[src/rtl/counter_pkg.sv]
// rtl/counter_pkg.sv - shared types and sizing helper for the modulo up/down counter
package counter_pkg;

    typedef enum logic {
        DIR_DOWN = 1'b0,
        DIR_UP   = 1'b1
    } dir_t;

    // Prescaler counter width: max(1, clog2(p)) so PRESCALE=1 still has a legal vector.
    function automatic int prescale_width(input int p);
        int w;
        w = $clog2(p);
        return (w < 1) ? 1 : w;
    endfunction

endpackage

[src/rtl/prescaler_tick.sv]
// rtl/prescaler_tick.sv - enabled divide-by-PRESCALE strobe generator with synchronous restart
module prescaler_tick
    import counter_pkg::*;
#(
    parameter int PRESCALE = 1
) (
    input  logic clk,
    input  logic reset,
    input  logic en,
    input  logic sync_clr,
    output logic tick
);

    localparam int PW = prescale_width(PRESCALE);
    localparam logic [PW-1:0] LAST = PW'(PRESCALE - 1);

    logic [PW-1:0] cnt_q;
    logic [PW-1:0] cnt_d;

    always_comb begin
        cnt_d = cnt_q;
        tick  = 1'b0;
        if (sync_clr) begin
            cnt_d = '0;
        end else if (en) begin
            if (cnt_q == LAST) begin
                cnt_d = '0;
                tick  = 1'b1;
            end else begin
                cnt_d = cnt_q + 1'b1;
            end
        end
    end

    always_ff @(posedge clk or negedge reset) begin
        if (!reset) begin
            cnt_q <= '0;
        end else begin
            cnt_q <= cnt_d;
        end
    end

endmodule

[src/rtl/counter_mod_updown.sv]
// rtl/counter_mod_updown.sv - prescaled modulo up/down counter with load, clear, wrap pulse and compare match
// Define COUNTER_SAT_EN to saturate at the bounds instead of wrapping.
module counter_mod_updown
    import counter_pkg::*;
#(
    parameter int N        = 4,
    parameter int MODULO   = 16,
    parameter int PRESCALE = 1
) (
    input  logic         clk,
    input  logic         reset,
    input  logic         en,
    input  logic         up,
    input  logic         clear,
    input  logic         load,
    input  logic [N-1:0] load_val,
    input  logic [N-1:0] cmp_val,
    output logic [N-1:0] count,
    output logic         wrap,
    output logic         match
);

    localparam int NW = N + 1;
    localparam logic [N-1:0]  MAX_VAL = N'(MODULO - 1);
    localparam logic [NW-1:0] MOD_EXT = NW'(MODULO);

    if (MODULO < 2 || MODULO > (2 ** N)) begin : g_bad_modulo
        $error("counter_mod_updown: MODULO must satisfy 2 <= MODULO <= 2**N");
    end
    if (PRESCALE < 1) begin : g_bad_prescale
        $error("counter_mod_updown: PRESCALE must be >= 1");
    end

    logic [N-1:0] count_q;
    logic [N-1:0] count_d;
    logic         wrap_q;
    logic         wrap_d;
    logic         step;
    dir_t         dir;

    assign dir = dir_t'(up);

    // Clear and load both restart the prescaler phase.
    prescaler_tick #(
        .PRESCALE (PRESCALE)
    ) u_prescaler (
        .clk      (clk),
        .reset    (reset),
        .en       (en),
        .sync_clr (clear | load),
        .tick     (step)
    );

    always_comb begin
        count_d = count_q;
        wrap_d  = 1'b0;
        if (clear) begin
            count_d = '0;
        end else if (load) begin
            count_d = ({1'b0, load_val} >= MOD_EXT) ? MAX_VAL : load_val;
        end else if (step) begin
            if (dir == DIR_UP) begin
                if (count_q == MAX_VAL) begin
                    wrap_d = 1'b1;
`ifdef COUNTER_SAT_EN
                    count_d = count_q;
`else
                    count_d = '0;
`endif
                end else begin
                    count_d = count_q + 1'b1;
                end
            end else begin
                if (count_q == '0) begin
                    wrap_d = 1'b1;
`ifdef COUNTER_SAT_EN
                    count_d = count_q;
`else
                    count_d = MAX_VAL;
`endif
                end else begin
                    count_d = count_q - 1'b1;
                end
            end
        end
    end

    always_ff @(posedge clk or negedge reset) begin
        if (!reset) begin
            count_q <= '0;
            wrap_q  <= 1'b0;
        end else begin
            count_q <= count_d;
            wrap_q  <= wrap_d;
        end
    end

    assign count = count_q;
    assign wrap  = wrap_q;
    assign match = (count_q == cmp_val);

endmodule
[config.mk]
export PLATFORM = sky130hd
export DESIGN_NAME = counter_mod_updown
export DESIGN_NICKNAME = d
export VERILOG_FILES = /design/src/rtl/counter_pkg.sv /design/src/rtl/prescaler_tick.sv /design/src/rtl/counter_mod_updown.sv
export SDC_FILE = /design/constraint.sdc
export NUM_CORES = 1
export LEC_CHECK = 0
export CORE_AREA = 2 2 39 41
export CTS_CLUSTER_DIAMETER = 50
export DETAILED_ROUTE_END_ITERATION = 16
export DIE_AREA = 0 0 41 43
export GPL_TIMING_DRIVEN = 0
export PLACE_DENSITY = 0.69
export SLEW_MARGIN = 20
export SYNTH_ARGS = -nofsm -noshare
export SYNTH_HDL_FRONTEND = slang
export SYNTH_HIERARCHICAL = 1
export SYNTH_SLANG_ARGS = --single-unit
[constraint.sdc]
create_clock -name clk -period 1.5 [get_ports clk]
set_input_delay 0.3 -clock clk [delete_from_list [all_inputs] [get_ports clk]]
set_output_delay 0.3 -clock clk [all_outputs]
set_load 0.03 [all_outputs]
==> images/layer_met1.png <==
Bar = 10 um.
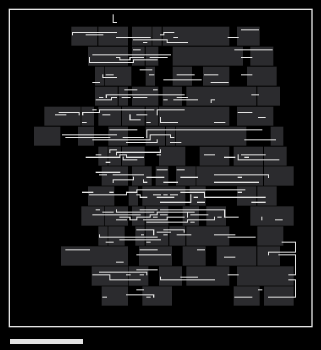
nets with wire on the layer = 89
share of all routed wire = 39%
main direction = horizontal

==> images/layer_met2.png <==
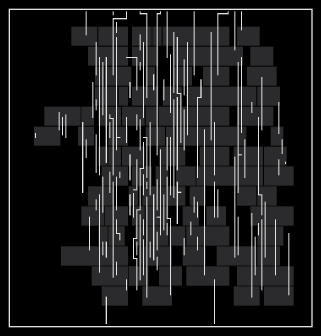
share of all routed wire = 57%
main direction = vertical
nets with wire on the layer = 91
wire length on this layer = 718 um
longest straight run = 19.7 um

==> images/layer_met3.png <==
Bar = 10 um.
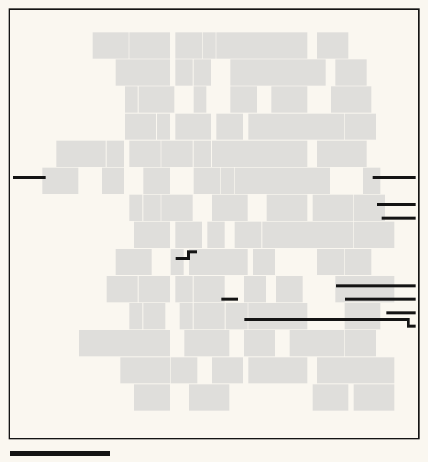
wire length on this layer = 52.3 um
longest straight run = 16.3 um
main direction = horizontal
nets with wire on the layer = 10

==> images/sizes.png <==
Bar = 10 um.
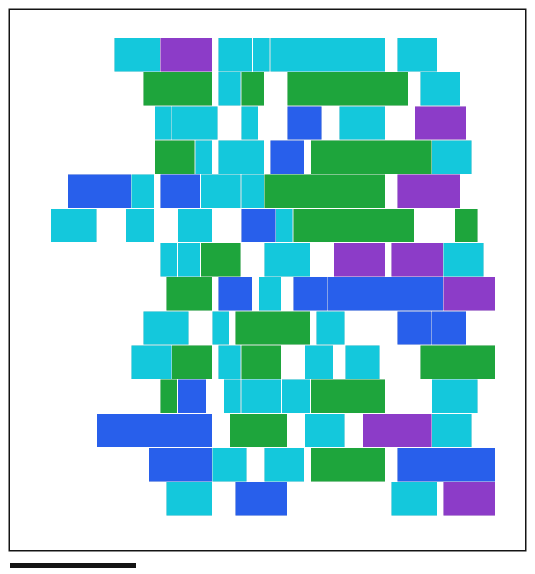
_0 and _1 cells -> cyan  # cells 43, share 51%, most used clkdlybuf4s50_1
_3 and _4 cells -> blue  # cells 15, share 18%, most used clkbuf_4
_2 cells -> green  # cells 18, share 21%, most used dfrtp_2
_6 and larger -> purple  # cells 8, share 9.5%, most used buf_6

==> reports/qor.yml <==
ys_sh_simple_pct: 20.05
postSynthSeqShare_pct: 27.10
via_per_inst: 5.040
cts_num_sinks: 5
dominant_cells: "logic gates"
ant_nets: 0
min_to: "count[0]"
layout_top_cell: "clkdlybuf4s50_1"
grt_start_max_net_pins: 10
grt_util_met1_pct: 17.38
logic_gates: 41
hold_ws_ns: 0.2749
sh_comb_area_pct: 45.73
io_pins: 20
overflow: 0
die-area_mm2: 0.001763
yosysWarnings: 6
tightest_slew_ns: 0.3037
routed_wl_mm: 1.255
common_cells: "a21oi_1 (5), dfrtp_1 (5), inv_1 (5), xor2_1 (5), o21ai_0 (3)"
end_kind: "primary output"
slowest_delay_ns: 0.41
drv_slew: 0
yosysTopAreaCellShare_pct: 27.10
grt_first_pass_wirelength_mm: 1.890
synthAoiAreaFrac_pct: 23.58
cap_violations: 0
wl_met1_um: 484
clock_latency_ns: 0.24
cts.clk_slew.worst_paths_ns: 0.04
gp_congestion: 0.7946
diodes: 0
wl_met2_um: 718
grt_util_all_layers_pct: 15.76
cp.arrival_ns: 1.35
setup.worst_path.end: "match"
powerDensity_mw_per_mm2: 611.6
postSynthAreaPerCell_um2: 8.245
hp-class: "in2reg"
yosys_register_bits: 5
worstPathCellList: "buf_6 > xor2_2 > nor4_4 > buf_6"
ff_count: 5
power_uw: 537.2
grt_use_met3_pct: 1.047
area_leaders: "dfrtp_1 (27%), xor2_1 (9.5%), a21oi_1 (5.4%)"
p_seq_share_pct: 28.0
wire_per_inst_um: 12.55
finClkSkew_ns: 0.001908
routed.top_layer: "met3"
synth_cell_type_count: 31
crit_path_start: "count[0]"
clk_share_pct: 2.991
swShare_pct: 31.60
p_sw_uw: 169.8
rows: 14
synthMuxAreaShare_pct: 2.168
final_hold_viol_count: 0
fin_util_pct: 63.47
cts_resized: 34
finalNetCount: 101
ys_cells: 56
clock_power_share_pct: 28.0
setup_violations: 2
numCtsBuffers: 3
seq_area_um2: 130.1
worst-path-stages: 4
p_clk_uw: 151
dp.cells: 90
dpl.hpwl_um: 851
final_cells: 100
crit_type: "reg2out"
edf_count: 0
final_layout_top_logic_cells: "clkdlybuf4s50_1 (9), buf_6 (6), dlygate4sd2_1 (6)"
synthAdderAreaFrac_pct: 5.420
detail_route.iter0.violations: 7
internal-power_uw: 367.5
pg_comb_uw: 236
start_kind: "flip-flop"
crit_top_cell: "buf_6"
fp-utilization_pct: 33.36
buffers: 29
seq_share_pct: 14.81
netlist_instances: 56
largest_reg_flops: 4
htreeDepth: 1
hold_path_depth: 2
synth_chip_area_um2: 461.7
clockBufferDepth: 2
postCtsSetupBuffers: 5
inverters_excl_clock: 5
pwr-share-comb_pct: 44.0
synthFlopType: "dfrtp_1"
drive_gt1_share_pct: 48.81
buffer_area_share_pct: 31.77
synthArstFlopShare_pct: 100.0
clockBufferCount: 4
final-comb-area_um2: 401.6
cpMaxStageDelayCell: "dfrtp_2"
grt_pass1_vias: 478
warnings: 30
p_leak_nw: 0.3820
vias: 504
cts_tree: "done"
critical-path-top-delay-family: "flip-flops"
dpl_cell_area_um2: 714.4
finalClockPeriodUsage_pct: 110.1
post-route-min-period_ns: 1.652
max_freq_ghz: 0.6053
timing.rr.end: "count[0]"
status: "complete, but fails checks"
xor_share_pct: 11.38
rsz0062_at_grt: "yes"
p_seq_uw: 150
use_met2_pct: 27.81
yosysTopAreaCell: "dfrtp_1"
fp_nets: 72
maxPowerGroup: "combinational logic"
hp-start: "load"
rrSetupSlack_ns: -0.06
ir_drop_mv: 0.2730
violations: "setup timing"
wl_met3_um: 52
setup_ws_ns: -0.1520
die_h_um: 43
antenna_found_initial: 0
rr_startpoint: "count[0]"
drc: 0
portBuffers: 18
taps: 16
core-area_mm2: 0.001384
stdcell_area_um2: 878.3
place_ws_ns: -0.7061
cp_num_buf_inv: 2
rr_worst_depth: 7
drtPass1Iterations: 4
path_max_fanout: 2
cts_hold_buf: 0
fillers: 115
synth.comb.largest_family: "AND-OR/OR-AND gates"
grt_busiest_layer: "met2"
Power figures rest on the tool's default switching activity, not on a simulated workload.
